## src/rtl/mti_mofn_detect.sv

```systemverilog
`default_nettype none
// +--------------------------------------------------------------------------+
// | mti_mofn_detect                                                          |
// | M-of-N sliding-window integrator with run-to-event conversion and a      |
// | valid/ack event holding register. Optional event counter is enabled by   |
// | the MTI_EVT_COUNT_EN macro.                                              |
// | Revision: 1.0                                                            |
// +--------------------------------------------------------------------------+
module mti_mofn_detect #(
  parameter int WIN_N = 16,
  parameter int IDX_W = 16
) (
  input  logic             clk,
  input  logic             reset,
  input  logic             frame_start,
  input  logic             bit_valid,
  input  logic             stream,
  input  logic [5:0]       m_thresh,
  output logic [5:0]       win_count,
  output logic             hit,
  output logic             evt_valid,
  output logic [IDX_W-1:0] evt_start,
  output logic [IDX_W-1:0] evt_width,
  input  logic             evt_ack,
  output logic             evt_ovf,
  output logic [15:0]      evt_count
);

  localparam logic [IDX_W-1:0] c_IDX_ONE = {{(IDX_W-1){1'b0}}, 1'b1};

  typedef enum logic [1:0] {
    S_IDLE = 2'd0,
    S_RUN  = 2'd1,
    S_EMIT = 2'd2
  } state_t;

  state_t           r_state;
  logic [WIN_N-1:0] r_win;
  logic [5:0]       r_cnt;
  logic             r_hit;
  logic [IDX_W-1:0] r_idx;
  logic [IDX_W-1:0] r_run_start;
  logic [IDX_W-1:0] r_run_width;
  logic             r_evt_valid;
  logic [IDX_W-1:0] r_evt_start;
  logic [IDX_W-1:0] r_evt_width;
  logic             r_ovf;

  logic [5:0]       w_cnt_next;
  logic             w_hit_next;
  logic             w_load;

  // Running count: add the incoming bit, drop the one falling off the end.
  assign w_cnt_next = r_cnt + {5'd0, stream} - {5'd0, r_win[WIN_N-1]};
  assign w_hit_next = (m_thresh != 6'd0) && (w_cnt_next >= m_thresh);
  assign w_load     = (r_state == S_EMIT) && (!r_evt_valid || evt_ack);

  always_ff @(posedge clk or negedge reset) begin
    if (!reset) begin
      r_state     <= S_IDLE;
      r_win       <= '0;
      r_cnt       <= 6'd0;
      r_hit       <= 1'b0;
      r_idx       <= '0;
      r_run_start <= '0;
      r_run_width <= '0;
      r_evt_valid <= 1'b0;
      r_evt_start <= '0;
      r_evt_width <= '0;
      r_ovf       <= 1'b0;
    end else begin
      if (evt_ack) r_evt_valid <= 1'b0;
      if (frame_start) begin
        r_win   <= '0;
        r_cnt   <= 6'd0;
        r_hit   <= 1'b0;
        r_idx   <= '0;
        r_state <= S_IDLE;
        r_ovf   <= 1'b0;
      end else begin
        if (bit_valid) begin
          r_win <= {r_win[WIN_N-2:0], stream};
          r_cnt <= w_cnt_next;
          r_hit <= w_hit_next;
          if (!(&r_idx)) r_idx <= r_idx + c_IDX_ONE;
        end
        case (r_state)
          S_IDLE: begin
            if (bit_valid && w_hit_next) begin
              r_run_start <= r_idx;
              r_run_width <= c_IDX_ONE;
              r_state     <= S_RUN;
            end
          end
          S_RUN: begin
            if (bit_valid) begin
              if (w_hit_next) begin
                if (!(&r_run_width)) r_run_width <= r_run_width + c_IDX_ONE;
              end else begin
                r_state <= S_EMIT;
              end
            end
          end
          S_EMIT: begin
            if (w_load) begin
              r_evt_valid <= 1'b1;
              r_evt_start <= r_run_start;
              r_evt_width <= r_run_width;
            end else begin
              r_ovf <= 1'b1;
            end
            // A new run may begin on the very sample following the emit.
            if (bit_valid && w_hit_next) begin
              r_run_start <= r_idx;
              r_run_width <= c_IDX_ONE;
              r_state     <= S_RUN;
            end else begin
              r_state <= S_IDLE;
            end
          end
          default: r_state <= S_IDLE;
        endcase
      end
    end
  end

`ifdef MTI_EVT_COUNT_EN
  logic [15:0] r_evt_count;

  always_ff @(posedge clk or negedge reset) begin
    if (!reset) begin
      r_evt_count <= 16'h0000;
    end else if (frame_start) begin
      r_evt_count <= 16'h0000;
    end else if (w_load && (r_evt_count != 16'hFFFF)) begin
      r_evt_count <= r_evt_count + 16'h0001;
    end
  end

  assign evt_count = r_evt_count;
`else
  assign evt_count = 16'h0000;
`endif

  assign win_count = r_cnt;
  assign hit       = r_hit;
  assign evt_valid = r_evt_valid;
  assign evt_start = r_evt_start;
  assign evt_width = r_evt_width;
  assign evt_ovf   = r_ovf;

endmodule
`default_nettype wire

```

## config.mk

```make
export PLATFORM = sky130hd
export DESIGN_NAME = mti_mofn_detect
export DESIGN_NICKNAME = d
export VERILOG_FILES = /design/src/rtl/mti_mofn_detect.sv
export SDC_FILE = /design/constraint.sdc
export NUM_CORES = 1
export LEC_CHECK = 0
export ABC_AREA = 1
export CORE_MARGIN = 2
export CORE_UTILIZATION = 45
export CTS_CLUSTER_SIZE = 40
export DETAILED_ROUTE_END_ITERATION = 6
export PLACE_DENSITY = 0.67
export SLEW_MARGIN = 5
export SYNTH_ARGS = -nofsm -noshare
export SYNTH_HDL_FRONTEND = slang
export SYNTH_SLANG_ARGS = --single-unit
```

## constraint.sdc

```tcl
create_clock -name clk -period 8.51 [get_ports clk]
set_input_delay 1.2765 -clock clk [delete_from_list [all_inputs] [get_ports clk]]
set_output_delay 1.2765 -clock clk [all_outputs]
set_load 0.02 [all_outputs]
```

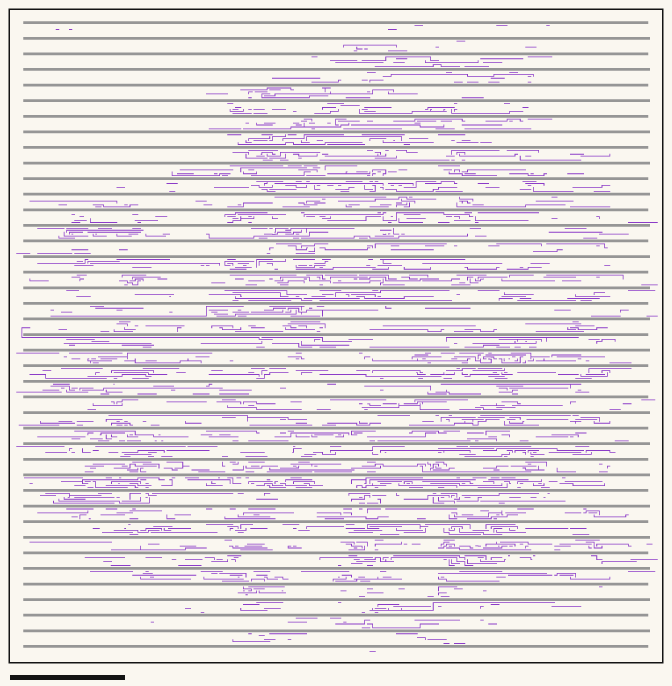
Figure 1: the metal 1 layer.
Bar = 20 microns. Supply wires on this layer in grey.
The longest straight run is 41.4 microns. 637 nets have wire on it. The wires run mostly horizontal.

==> results_dict.tcl <==
# place-and-route summary
set metrics [dict create \
    outcome "completed" \
    vias 4194 \
    final_nets 703 \
    place_inst 812 \
    min_path_type "register to register" \
    max_freq_mhz 200 \
    core-area_sq_um 11900 \
    hold_depth 2 \
    cts_tree "done" \
    holdWs_ps 483 \
    setup_viol 0 \
    crit_start "stream" \
    finalCritPeriodShare 0.587 \
    die_w_microns 114 \
    ys_cells 631 \
    rsz0062_at_grt "no" \
    mostFrequentLayoutCells "nand2_1, dfrtp_1, inv_1" \
    setup_tns_ps 0 \
    grt-ovfl-total 0 \
    syn_area_per_cell_sq_um 8.59 \
    power_uw 1400 \
    wl_microns 11100 \
    critPathRequiredTime_ps 8750 \
    cp_top_family "simple AND/OR/NAND/NOR gates" \
    r2r-start "win_count[0]" \
    r2r_setup_slack_ps 4200 \
    port_buffers 52 \
    area_growth_pct 15.3 \
    tightest_slew_ps 856 \
    path_class "input port to register" \
    ys_seq_frac 0.494 \
    cp_common_cell "nand2_1" \
    cts_buffer_depth 2 \
    top_cell_area_share 0.494 \
    power.leakage_uw 0.00294 \
    wl_per_cell_microns 13.5 \
    clkSlewWorstSetupHoldPaths_ps 70 \
    syn_area_sq_um 5420 \
    grt_pass1_vias 3953 \
    post_cts_resized 0 \
    drv_slew 0 \
    setup_ws_ps 3510 \
    drive_above_1_share 0.0721 \
    critPathLaunchType "input port" \
    die-area_sq_um 12900 \
    route.detailed.drc 0 \
    clkSinkCount 107 \
    drv_cap 0 \
    clkLatencyLatePin_ps 360 \
    hold_viol 0 \
    grt_usage 0.185 \
    fin_crit_ps 5000 \
    first_iter_violations 230 \
    yosys_area_sq_um 5420 \
    tool_warnings 26 \
    pin_count 69 \
    postRouteAntennaNets 0 \
    min_from "evt_width[10]" \
    die_y_microns 114 \
    final_cell_count_no_fill 827 \
    path_depth 17 \
    endpoint "r_run_width[10]" \
    grt_max_degree 61 \
    cts_made_buffers 9 \
    end_kind "register" \
    critPathBufInv 3 \
    async_flop_share 1.00 \
    ir_worst_vdd_v 0.000108 \
    diodes 0 \
    yosys_warnings 0 \
    layout_top_cell "nand2_1" \
    flop_cell "dfrtp_1" \
    arrival_ps 5230 \
    clockRootBuffer "clkbuf_16" \
    hold_buffers 0 \
    gp_congestion 0.890 \
    pre_cts_ws_ps 3180 \
    ff2ff_path_depth 19 \
    r2r-end "r_run_width[10]" \
    rows 40 \
    antenna_found_initial 0 \
    h-tree-depth 3 \
    p_per_area_nw_per_um2 224 \
    top_area_cell "dfrtp_1" \
    yosys-top-cells-area "dfrtp_1, nand2_1, inv_1, nand3_1, ha_1" \
    hpwl_microns 8050 \
    slew_headroom 0.428 \
    ys_types 38 \
    cp_max_fo 34 \
    crit_chain "clkdlybuf4s50_1 > ha_1 > inv_1 > fa_1 > o21ai_0 > xnor2_1 > inv_1 > ha_1 > nand2_1 > nor2_1 > nand2_1 > nand2_1 > nand4_2 > nand2_2 > nand2_2 > nand2_1 > nand2_1" \
    hold_end "evt_width[10]" \
    grt_first_pass_wirelength_microns 19100 \
    final.setup_skew_ps 6.65 \
    critPathMaxStageDelay_ps 650 \
    routed_via_density 5.07 \
    syn-instance-count 631 \
    ys_seq_elements 107 \
    edf_count 0 \
    first_pass_iters 5 \
    cp_slowest_cell "nand4_2" \
    fp_util 0.457 \
    post-cts-setup-buffers 0 \
]
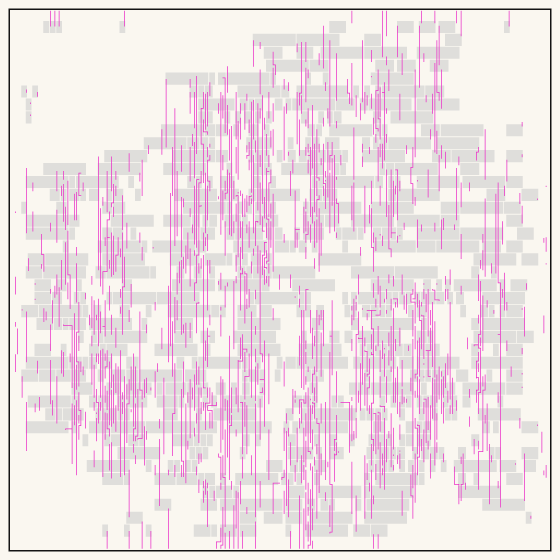
Figure 2: metal 2.
Cells faint in the background.
The layer holds 46% of the routed length. 566 nets have wire on it. The wires run mostly vertical. The longest straight run is 47.3 microns.

layer usage:
metal / wire length [microns] / share of wire / track usage / up-vias
li1: - / - / - / 2110
met1: 5360 / 0.48 / 0.259 / 1982
met2: 5120 / 0.46 / 0.290 / 91
met3: 461 / 0.041 / 0.0298 / 11
met4: 187 / 0.017 / 0.0732 / 0
met5: 0 / 0 / 0 / -
cells in the mapped netlist, types with 2 or more instances:
library cell / count
nand2_1: 149
dfrtp_1: 107
inv_1: 78
nand3_1: 42
nor2_1: 40
o21ai_1: 26
o21ai_0: 24
buf_4: 18
o22ai_1: 18
ha_1: 14
mux2_1: 14
nand4_1: 12
a21oi_1: 11
clkbuf_1: 11
nor3_1: 11
inv_2: 8
o21ai_2: 8
xor2_1: 8
mux2_2: 5
buf_2: 4
nand2_2: 3
xnor2_1: 3
nor3_4: 2
layout make-up:
type	count	area, sq um
Multi-Input combinational cell	418	2260
Tap cell	147	184
Inverter	86	323
Fill cell	1107	5610
Clock buffer	9	225
Sequential cell	107	2680
Timing Repair Buffer	54	533
Clock inverter	6	42.5
cell families (layout without fill, tap and decap cells):
kind of cell | Yosys count | after routing | share of synthesized area
buf+inv | 121 | 155 | 0.0986
xor+xnor | 11 | 11 | 0.0178
compound gates | 91 | 91 | 0.0972
mux | 19 | 19 | 0.0395
flops | 107 | 107 | 0.494
simple gates | 266 | 266 | 0.216
other cells | 1 | 16 | 0.000692
fa+ha+maj | 15 | 15 | 0.0360
power by group:
part / switching, uW / internal (uW)
Combinational: 223 / 151
Sequential: 55.2 / 585
Clock: 189 / 197
per-stage QoR:
stage,util,instance area (sq um)
floorplan,-,5480
global placement,0.504,5980
detailed placement,0.504,5980
CTS,0.527,6250
global route,0.527,6250
finish,0.527,6250
Power figures rest on the tool's default switching activity, not on a simulated workload.
